$ cat src/rtl/ahb_lite_interconnect_pkg.sv
// Shared definitions for the AHB-Lite interconnect: HTRANS encodings,
// HRESP codes, the default slave address map and the default-slave FSM states.
package ahb_lite_interconnect_pkg;

  typedef enum logic [1:0] {
    HTRANS_IDLE   = 2'b00,
    HTRANS_BUSY   = 2'b01,
    HTRANS_NONSEQ = 2'b10,
    HTRANS_SEQ    = 2'b11
  } htrans_e;

  localparam logic HRESP_OKAY  = 1'b0;
  localparam logic HRESP_ERROR = 1'b1;

  localparam int DEF_SLAVES = 16;

  // HADDR[31:16] match value per slot, slot 0 in the least significant 16 bits.
  localparam logic [DEF_SLAVES*16-1:0] DEFAULT_SLAVE_BASE = {
    16'h0000, 16'h0000, 16'h0000, 16'h0000, 16'h0000,            // slots 15..11
    16'h6007, 16'h6006, 16'h6005, 16'h6004,                      // slots 10..7
    16'h6003, 16'h6002, 16'h6001, 16'h6000,                      // slots 6..3
    16'h4000, 16'h2000, 16'h0000                                 // slots 2..0
  };

  typedef enum logic [1:0] {
    DS_IDLE,
    DS_ERR1,
    DS_ERR2
  } dslv_state_e;

endpackage

$ cat src/rtl/ahb_default_slave.sv
// Default slave: answers unmapped NONSEQ/SEQ transfers with the two-cycle
// AHB ERROR response. Optional wait-state watchdog (macro AHB_ICT_TIMEOUT_EN)
// aborts a stalled slave with the same ERROR sequence and raises a sticky flag.
module ahb_default_slave
  import ahb_lite_interconnect_pkg::*;
#(
  parameter int TIMEOUT_CYCLES = 16
) (
  input  logic clk,
  input  logic rst,
  input  logic hready,       // muxed HREADY seen by the master
  input  logic xfer_req,     // HTRANS[1]: NONSEQ or SEQ in the address phase
  input  logic addr_hit,     // some enabled slot decodes the address
  input  logic slave_wait,   // registered slot selected and holding HREADYOUT low
  output logic err_active,   // FSM owns the response (ERR1 or ERR2)
  output logic err_ready,    // HREADY value while err_active
  output logic timeout_flag
);

  dslv_state_e state_q, state_d;
  logic        unmapped;
  logic        timeout_hit;

`ifdef AHB_ICT_TIMEOUT_EN
  localparam int CW = $clog2(TIMEOUT_CYCLES + 1);
  logic [CW-1:0] wait_cnt;

  // Abort in the cycle that completes the TIMEOUT_CYCLES-th wait state.
  assign timeout_hit = (state_q == DS_IDLE) && slave_wait &&
                       (wait_cnt == CW'(TIMEOUT_CYCLES - 1));

  // Wait-state counter and sticky abort flag.
  always_ff @(posedge clk) begin
    if (rst) begin
      wait_cnt     <= '0;
      timeout_flag <= 1'b0;
    end else begin
      if (hready || state_q != DS_IDLE) wait_cnt <= '0;
      else if (slave_wait)              wait_cnt <= wait_cnt + CW'(1);
      if (timeout_hit) timeout_flag <= 1'b1;
    end
  end
`else
  assign timeout_hit  = 1'b0;
  assign timeout_flag = 1'b0;

  logic unused_timeout_cfg;
  assign unused_timeout_cfg = slave_wait ^ (TIMEOUT_CYCLES != 0);
`endif

  assign unmapped = hready && xfer_req && !addr_hit;

  // State register.
  always_ff @(posedge clk) begin
    // NOTE: sequential state uses non-blocking assignment so every flop
    // samples the pre-edge value regardless of block ordering.
    if (rst) state_q <= DS_IDLE;
    else     state_q <= state_d;
  end

  // Next-state logic.
  always_comb begin
    // NOTE: default assignment first so no path leaves state_d unassigned,
    // which would infer a latch.
    state_d = state_q;
    case (state_q)
      DS_IDLE: if (unmapped || timeout_hit) state_d = DS_ERR1;
      DS_ERR1: state_d = DS_ERR2;
      DS_ERR2: state_d = unmapped ? DS_ERR1 : DS_IDLE;
      default: state_d = DS_IDLE;
    endcase
  end

  assign err_active = (state_q != DS_IDLE);
  assign err_ready  = (state_q == DS_ERR2);

endmodule

$ cat src/rtl/ahb_lite_interconnect.sv
// AHB-Lite single-master interconnect: combinational address decode to a
// one-hot slave select, registered data-phase select, response mux and a
// default slave for unmapped transfers.
// Optional feature: define AHB_ICT_TIMEOUT_EN to enable the wait-state timeout.
module ahb_lite_interconnect
  import ahb_lite_interconnect_pkg::*;
#(
  parameter int                              SLAVES_EXP     = 4,
  parameter logic [(2**SLAVES_EXP)*16-1:0]   SLAVE_BASE     = DEFAULT_SLAVE_BASE,
  parameter logic [(2**SLAVES_EXP)-1:0]      SLAVE_VALID    = 16'h07FF,
  parameter int                              TIMEOUT_CYCLES = 16
) (
  input  logic                             HCLK,
  input  logic                             HRESET,
  input  logic [31:0]                      HADDR,
  input  logic [1:0]                       HTRANS,
  output logic [(2**SLAVES_EXP)-1:0]       HSEL_A,
  output logic [SLAVES_EXP-1:0]            HSEL_ENCODE,
  input  logic [(2**SLAVES_EXP)*32-1:0]    HRDATA_S,
  input  logic [(2**SLAVES_EXP)-1:0]       HREADYOUT_S,
  input  logic [(2**SLAVES_EXP)-1:0]       HRESP_S,
  output logic [31:0]                      HRDATA,
  output logic                             HREADY,
  output logic                             HRESP,
  output logic                             TIMEOUT_FLAG
);

  localparam int N = 2**SLAVES_EXP;

  logic [SLAVES_EXP-1:0] hit_idx;
  logic                  any_match;
  logic [SLAVES_EXP-1:0] sel_idx;
  logic                  sel_valid;
  logic                  slot_ready;
  logic                  slot_resp;
  logic [31:0]           slot_data;
  logic                  err_active;
  logic                  err_ready;

  // Address decode; scanning from the top down leaves the lowest matching slot.
  always_comb begin
    hit_idx   = '0;
    any_match = 1'b0;
    HSEL_A    = '0;
    for (int i = N - 1; i >= 0; i--) begin
      if (SLAVE_VALID[i] && HADDR[31:16] == SLAVE_BASE[16*i +: 16]) begin
        hit_idx   = SLAVES_EXP'(i);
        any_match = 1'b1;
      end
    end
    if (any_match) HSEL_A[hit_idx] = 1'b1;
  end

  assign HSEL_ENCODE = hit_idx;

  // Data-phase select: captures the address phase only when it completes.
  always_ff @(posedge HCLK) begin
    if (HRESET) begin
      sel_idx   <= '0;
      sel_valid <= 1'b0;
    end else if (HREADY) begin
      sel_idx   <= hit_idx;
      sel_valid <= HTRANS[1] && any_match;
    end
  end

  assign slot_ready = HREADYOUT_S[sel_idx];
  assign slot_resp  = HRESP_S[sel_idx];
  assign slot_data  = HRDATA_S[32*sel_idx +: 32];

  // Response mux: default slave overrides, else registered slot, else idle OKAY.
  always_comb begin
    HREADY = 1'b1;
    HRESP  = HRESP_OKAY;
    HRDATA = '0;
    if (err_active) begin
      HREADY = err_ready;
      HRESP  = HRESP_ERROR;
    end else if (sel_valid) begin
      HREADY = slot_ready;
      HRESP  = slot_resp;
      HRDATA = slot_data;
    end
  end

  ahb_default_slave #(
    .TIMEOUT_CYCLES (TIMEOUT_CYCLES)
  ) u_default_slave (
    .clk          (HCLK),
    .rst          (HRESET),
    .hready       (HREADY),
    .xfer_req     (HTRANS[1]),
    .addr_hit     (any_match),
    .slave_wait   (sel_valid && !slot_ready),
    .err_active   (err_active),
    .err_ready    (err_ready),
    .timeout_flag (TIMEOUT_FLAG)
  );

  // Low address bits and the SEQ/NONSEQ distinction play no part in routing.
  logic unused_inputs;
  assign unused_inputs = ^{HTRANS[0], HADDR[15:0]};

endmodule

$ cat config.mk
export PLATFORM = sky130hd
export DESIGN_NAME = ahb_lite_interconnect
export DESIGN_NICKNAME = d
export VERILOG_FILES = /design/src/rtl/ahb_lite_interconnect_pkg.sv /design/src/rtl/ahb_default_slave.sv /design/src/rtl/ahb_lite_interconnect.sv
export SDC_FILE = /design/constraint.sdc
export NUM_CORES = 1
export LEC_CHECK = 0
export CAP_MARGIN = 0
export CORE_AREA = 5 5 245 247
export CTS_CLUSTER_SIZE = 10
export DETAILED_ROUTE_END_ITERATION = 8
export DIE_AREA = 0 0 250 252
export GPL_TIMING_DRIVEN = 1
export MAX_ROUTING_LAYER = met4
export PLACE_DENSITY = 0.34
export SYNTH_ARGS = -nofsm -noshare
export SYNTH_HDL_FRONTEND = slang
export SYNTH_SLANG_ARGS = --single-unit
$ cat constraint.sdc
create_clock -name HCLK -period 2.7 [get_ports HCLK]
set_input_delay 0.27 -clock HCLK [delete_from_list [all_inputs] [get_ports HCLK]]
set_output_delay 0.27 -clock HCLK [all_outputs]
set_load 0.01 [all_outputs]
==> run_1/wires.png <==
Two of the layers only.
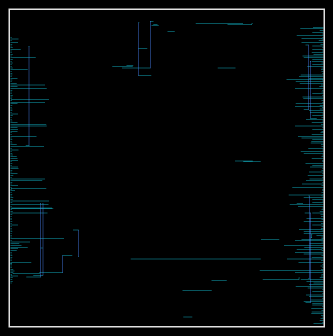
metal 3: marked cyan, wire length 2850 um. metal 4: marked blue, wire length 543 um.

==> run_1/congestion.png <==
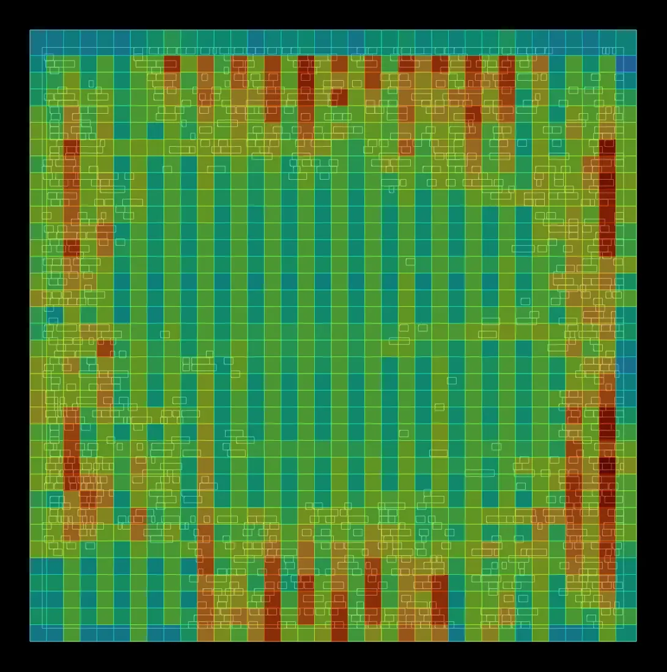
busiest grt layer: met2
met1 track utilization from global routing: 0.153
fin util: 0.223
all-layer global routing usage: 0.129
per-cell routed wire length: 24.1 um

==> run_1/sizes.png <==
The bar under the picture is 100 um long.
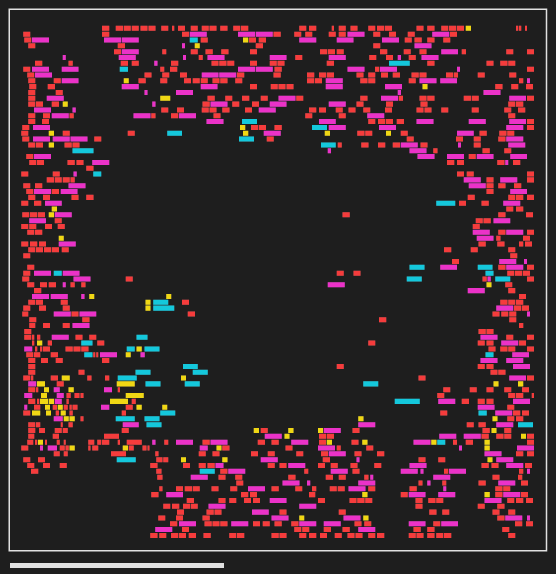
_6 and larger: marked cyan, cells 42. _3 and _4 cells: marked yellow, cells 70. _0 and _1 cells: marked red, cells 671. _2 cells: marked magenta, cells 214.

==> run_1/layer_met1.png <==
The bar under the picture is 100 um long. Supply wires on this layer in grey.
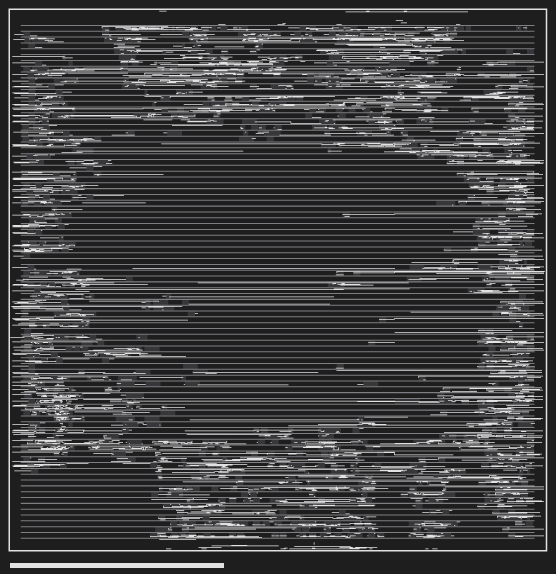
The longest straight run is 125 um. The layer carries 17000 um of wire. The wires run mostly horizontal. 1403 nets have wire on it.

==> datasheet_impl.txt, run 1 <==
Summary of implementation characteristics

Parameter                              Value

Pwr
  Combinational power .................. 1130 uW
  Flop+latch power .................. 103 uW
  Proportion of power drawn by combinational gates .................. 0.759
  Relative contribution of the clock network to total power .................. 0.171
  Maximum VDD drop .................. 0.112 mV
  Internal power contribution .................. 1190 uW

Critical path
  Worst stage delay on the critical path .................. 0.54 ns
  Cell-by-cell trace of the critical path .................. buf_4 > buf_12 > buf_4 > mux4_2 > mux4_2 > nor2b_1 > clkbuf_2
  Worst Setup SP .................. sel_idx[0]
  Minimum setup slack among reg-to-reg paths .................. 0.46 ns
  Startpoint Class .................. flip-flop
  Required time of the critical path .................. 2.43 ns
  Class of the most critical setup path .................. flip-flop to output port
  Critical register-to-register path endpoint .................. sel_idx[0]
  Number of cells on the critical path .................. 7
  Slowest library cell on the worst path .................. mux4_2
  Crit path buf inv count .................. 4
  Reg2Reg Depth .................. 8

Placement
  Post-placement cell count .................. about 1700
  Final estimated routing congestion in global placement .................. 0.884
  Cell area reported after detailed placement .................. 12300 um2
  Number of input and output port buffers inserted .................. 611
  Pre-CTS setup slack .................. -0.325 ns

Finish
  Clkbuf count .................. 4
  Count of inverters other than clock inverters in the layout .................. 3
  Filler cells .................. 6217
  Comb gates .................. 274
  Post-synthesis to final-layout area growth .................. 165%
  Total inserted antenna cells .................. 0
  Fraction of final layout cells sized beyond drive strength 1 .................. 0.327
  Sequential cell area .................. between 150 and 200 um2
  Area taken by multi-input logic gates .................. 4490 um2
  Final net count .................. 1578
  Commonest non-fill, non-tap cell in the layout .................. clkdlybuf4s50_1
  Number of flip-flops in the largest register .................. 4
  Most numerous logic cells after layout .................. clkdlybuf4s50_1, mux4_2, buf_4

Worst hold path
  Worst-case hold path end point .................. u_default_slave.state_q[1]

Die
  Area of the core .................. 57400 um2
  Total I/O pin count .................. 635
  Die ar. .................. between 60000 and 70000 um2
  Width of the die .................. 250 um

Logic synthesis
  Post-synthesis mux area share .................. 0.800
  Avg Cell Area, Syn .................. 14.6 um2
  Top_reg_cell synth .................. dfxtp_1
  Adder-Cell Fraction of Synth Area .................. 0
  Register area share after synthesis .................. 0.0291
  Number of flops mapped to enable cells by yosys .................. 0
  Count of yosys warnings during synthesis .................. 0
  Cell variety after synth .................. 34
  Area fraction in compound gates after synthesis .................. 0.0112
  XOR/XNOR share of the synthesized area .................. 0

Drt
  Vias/cell .................. roughly 3.7

Global route
  Antenna violations before repair .................. 4
  Via count of the first global-routing pass .................. 7577
  Overflow after GRT .................. 0

Run status
  Run status .................. finished clean

Final timing
  Final worst path period share .................. 0.979
  Final slew viol count .................. 0
  Setup slack after layout .................. just under 0.06 ns

CTS
  Post-CTS repair timing setup buffer count .................. 26
  Number of hold buffers added after cts .................. 0
==> run_1/layer_met2.png <==
The bar under the picture is 100 um long.
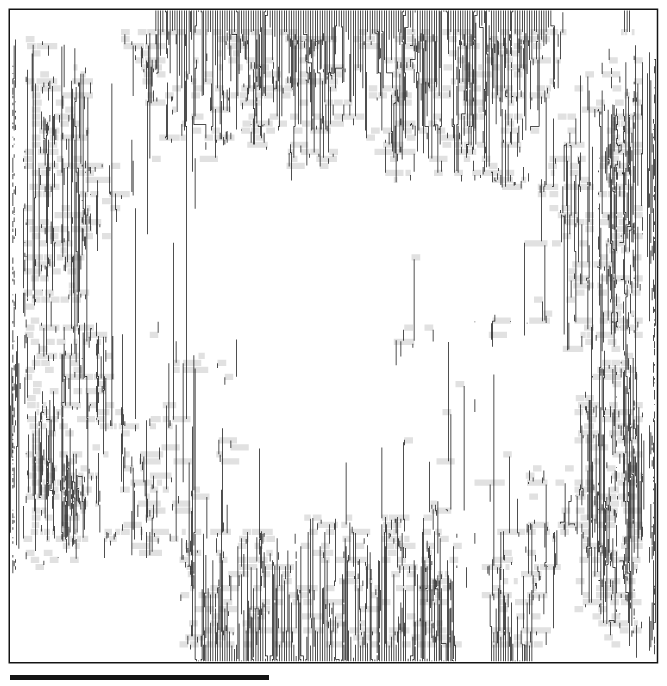

==> run 2: changes to the inputs <==
--- a/config.mk
+++ b/config.mk
@@ -16,3 +16,4 @@
 export SYNTH_ARGS = -nofsm -noshare
 export SYNTH_HDL_FRONTEND = slang
 export SYNTH_SLANG_ARGS = --single-unit
+export TNS_END_PERCENT = 30
==> run_2/layer_met2.png <==
The bar under the picture is 100 um long.
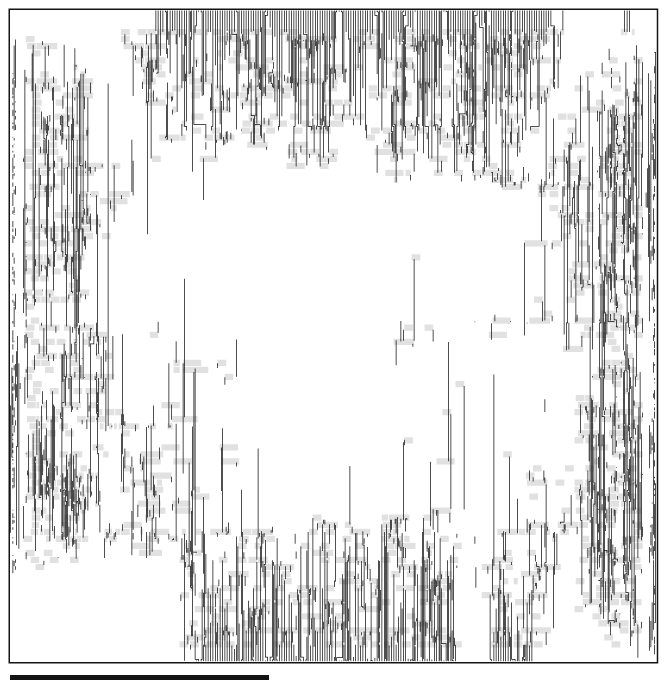
The longest straight run is 132 um. The layer carries 21.7 mm of wire. The layer holds 52% of the routed length. 1446 nets have wire on it.

==> run_2/wires.png <==
Two of the layers only.
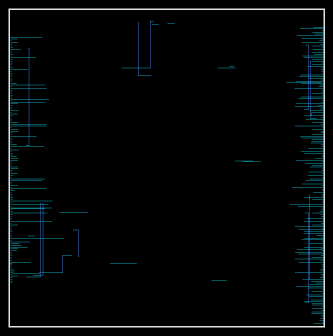
metal 4: marked blue, wire length 543 um. metal 3: marked cyan, wire length 2590 um.

==> run_2/layer_met1.png <==
The bar under the picture is 100 um long. Supply wires on this layer in grey.
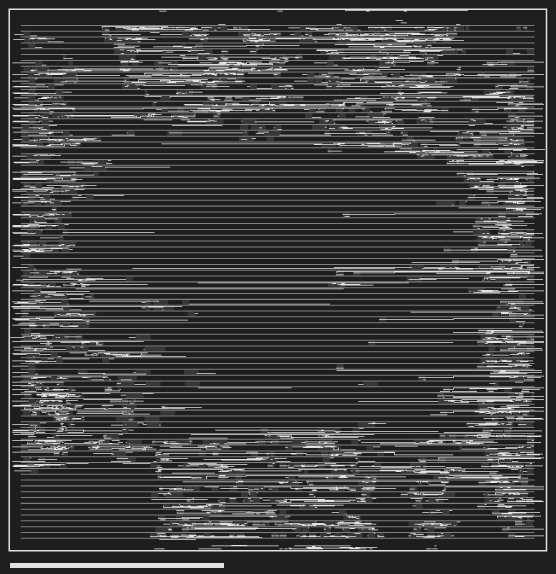
The layer holds 40% of the routed length. 1388 nets have wire on it. The wires run mostly horizontal. The layer carries 16600 um of wire. The longest straight run is 125 um.

==> run 2 against run 1 <==
The run now ends with setup timing left. Worst setup slack got worse by 0.086 ns. Combinational power about the same. Sequential power about the same. Global-route usage decreased by 0.35 points. Sequential share of layout area about the same. Largest cell class unchanged.
==> datasheet_impl.txt, run 2 <==
Summary of implementation characteristics

Parameter                              Value

Drt
  Vias/cell .................. 3.67 (was 3.66)
  Total wire length .................. 41400 um (was 42500 um)
  Per-cell routed wire length .................. 23.8 um (was 24.1 um)
  Total length of routed met3 wires .................. 2590 um (was 2850 um)
  DRC violations left .................. 0 (unchanged)
  Remaining antenna violation count .................. 0 (unchanged)

Final timing
  Setup violators final .................. 8 (was 0)
  Final slew viol count .................. 0 (unchanged)
  Final setup TNS .................. -0.116 ns (was 0 ns)
  Setup slack after layout .................. -0.0286 ns (was 0.0578 ns)
  Unrepaired setup endpoints after global routing .................. true (unchanged)
  Peak Freq .................. 0.366 GHz (was 0.378 GHz)
  Skew final .................. 0.00267 ns (was 0.00265 ns)
  Final worst path period share .................. 1.01 (was 0.979)
  Crit path time final .................. 2.73 ns (was 2.64 ns)

Logic synthesis
  Avg Cell Area, Syn .................. 14.6 um2 (unchanged)
  Biggest combinational cell group after synthesis .................. multiplexers (unchanged)
  Share of the synthesized area in the top cell type .................. 0.785 (unchanged)
  Top post-synthesis cells by area .................. mux4_2, nor2b_1, dfxtp_1, clkbuf_1, buf_2 (unchanged)
  Basic-gate share of the synthesized area counting and, or, nand and nor cells .................. 0.107 (unchanged)
  Adder-Cell Fraction of Synth Area .................. 0 (unchanged)
  Top cell type by instance count after synthesis .................. mux4_2 (unchanged)
  Cell variety after synth .................. 34 (unchanged)
  XOR/XNOR share of the synthesized area .................. 0 (unchanged)
  Area fraction in compound gates after synthesis .................. 0.0112 (unchanged)
  Total cells reported by yosys after synthesis .................. 331 (unchanged)
  Top_reg_cell synth .................. dfxtp_1 (unchanged)
  Count of yosys warnings during synthesis .................. 0 (unchanged)
  Instance tally after logic synthesis .................. 331 (unchanged)
  Register area share after synthesis .................. 0.0291 (unchanged)
  Number of flops mapped to enable cells by yosys .................. 0 (unchanged)
  Area of the synthesized netlist per yosys stat .................. 4820 um2 (unchanged)
  Post-synthesis mux area share .................. 0.800 (unchanged)

Finish
  Sequential cell count .................. 7 (unchanged)
  Filler cells .................. 6230 (was 6217)
  Non-filler cells in the finished layout .................. 1743 (was 1762)
  Register with the most flip-flops .................. sel_idx (unchanged)
  Post-synthesis to final-layout area growth .................. 162% (was 165%)
  Clkbuf count .................. 4 (unchanged)
  Repair and plain buffers .................. 690 (was 709)
  Final net count .................. 1559 (was 1578)
  Fraction of final layout cells sized beyond drive strength 1 .................. 0.307 (was 0.327)
  Fin util .................. 0.220 (was 0.223)
  Design area .................. 12600 um2 (was 12800 um2)
  Relative area of clock buffers and inverters in the final design .................. 0.00623 (was 0.00616)
  Commonest non-fill, non-tap cell in the layout .................. clkdlybuf4s50_1 (unchanged)
  Data-path buffer share of cell area in the final layout .................. 0.549 (was 0.555)
  Count of inverters other than clock inverters in the layout .................. 3 (unchanged)
  Sequential cell area .................. 153 um2 (unchanged)
  Number of flip-flops in the largest register .................. 4 (unchanged)
  Comb gates .................. 274 (unchanged)
  Most numerous logic cells after layout .................. clkdlybuf4s50_1, mux4_2, buf_4 (unchanged)
  Total inserted antenna cells .................. 0 (unchanged)
  Area taken by multi-input logic gates .................. 4500 um2 (was 4490 um2)

Flow run
  Number of warnings in the stage logs .................. 45 (unchanged)

Die
  Starting Density .................. 0.0841 (unchanged)
  Die ar. .................. 63000 um2 (unchanged)
  Tap cell count .................. 765 (unchanged)
  Area of the core .................. 57400 um2 (unchanged)
  Total I/O pin count .................. 635 (unchanged)
  Height of the die .................. 252 um (unchanged)
  Width of the die .................. 250 um (unchanged)
  Row Count .................. 88 (unchanged)

Pwr
  Total power density per cell area .................. 117 nW/um2 (was 116 nW/um2)
  Reported leakage power .................. 0.00415 uW (was 0.00425 uW)
  Proportion of power drawn by combinational gates .................. 0.759 (about the same)
  Combinational power .................. 1130 uW (about the same)
  Internal power contribution .................. 1190 uW (about the same)
  Overall power after layout .................. 1480 uW (about the same)
  Sequential Power Share .................. 0.070 (about the same)
  Relative contribution of the clock network to total power .................. 0.171 (about the same)
  Flop+latch power .................. 103 uW (about the same)
  Maximum VDD drop .................. 0.113 mV (was 0.112 mV)
  Heaviest power group .................. combinational logic (unchanged)

CTS
  Clock tree sinks .................. 7 (unchanged)
  Number of hold buffers added after cts .................. 0 (unchanged)
  CTS tree .................. done (unchanged)
  Post-CTS repair timing setup buffer count .................. 14 (was 26)
  Clock edge transition at the registers on the reported setup and hold paths .................. 0.04 ns (about the same)
  Largest buffer count on any clock path .................. 2 (unchanged)
  Source-to-sink clock delay at the later pin of the worst-skew pair .................. 0.23 ns (about the same)

Placement
  Pre-CTS setup slack .................. -0.325 ns (unchanged)
  Number of input and output port buffers inserted .................. 611 (unchanged)
  Cell area reported after detailed placement .................. 12300 um2 (unchanged)
  Placed wire-length estimate after detailed placement .................. 36600 um (unchanged)
  Final estimated routing congestion in global placement .................. 0.884 (unchanged)
  Post-placement cell count .................. 1718 (unchanged)

Critical path
  Reg2Reg Depth .................. 8 (unchanged)
  Crit path buf inv count .................. 4 (unchanged)
  Critical register-to-register path endpoint .................. sel_idx[0] (unchanged)
  Kind of cell with the highest combined delay on the critical path .................. multiplexers (unchanged)
  Worst stage delay on the critical path .................. 0.51 ns (was 0.54 ns)
  Required time of the critical path .................. 2.43 ns (about the same)
  Slowest library cell on the worst path .................. mux4_2 (unchanged)
  Startpoint Class .................. flip-flop (unchanged)
  Worst Setup SP .................. sel_idx[0] (unchanged)
  Class of the most critical setup path .................. flip-flop to output port (unchanged)
  Cell-by-cell trace of the critical path .................. buf_12 > buf_12 > buf_6 > mux4_2 > mux4_2 > nor2b_1 > dlygate4sd2_1 (was buf_4 > buf_12 > buf_4 > mux4_2 > mux4_2 > nor2b_1 > clkbuf_2)
  Number of cells on the critical path .................. 7 (unchanged)
  Startpoint of the worst-slack reg-to-reg timing path .................. sel_idx[0] (unchanged)
  Minimum setup slack among reg-to-reg paths .................. 0.49 ns (was 0.46 ns)

Global route
  Antenna violations before repair .................. 4 (unchanged)
  Pin count of the biggest net entering global routing .................. 44 (unchanged)
  First-pass GRT wire length .................. 55800 um (was 57200 um)
  Busiest grt layer .................. met2 (unchanged)
  All-layer global routing usage .................. 0.125 (was 0.129)
  Routing usage on met2 .................. 0.226 (was 0.232)
  Overflow after GRT .................. 0 (unchanged)
  Via count of the first global-routing pass .................. 7445 (was 7577)
  Met1 track utilization from global routing .................. 0.148 (was 0.153)

Worst hold path
  Hold Crit Class .................. flip-flop to flip-flop (unchanged)
  Worst Min Path Start .................. u_default_slave.state_q[1] (unchanged)
  Worst-case hold path end point .................. u_default_slave.state_q[1] (unchanged)

Run status
  Run status .................. finished with violations (was finished clean)
  Failing checks .................. setup timing
Power and IR drop assume default switching activity.
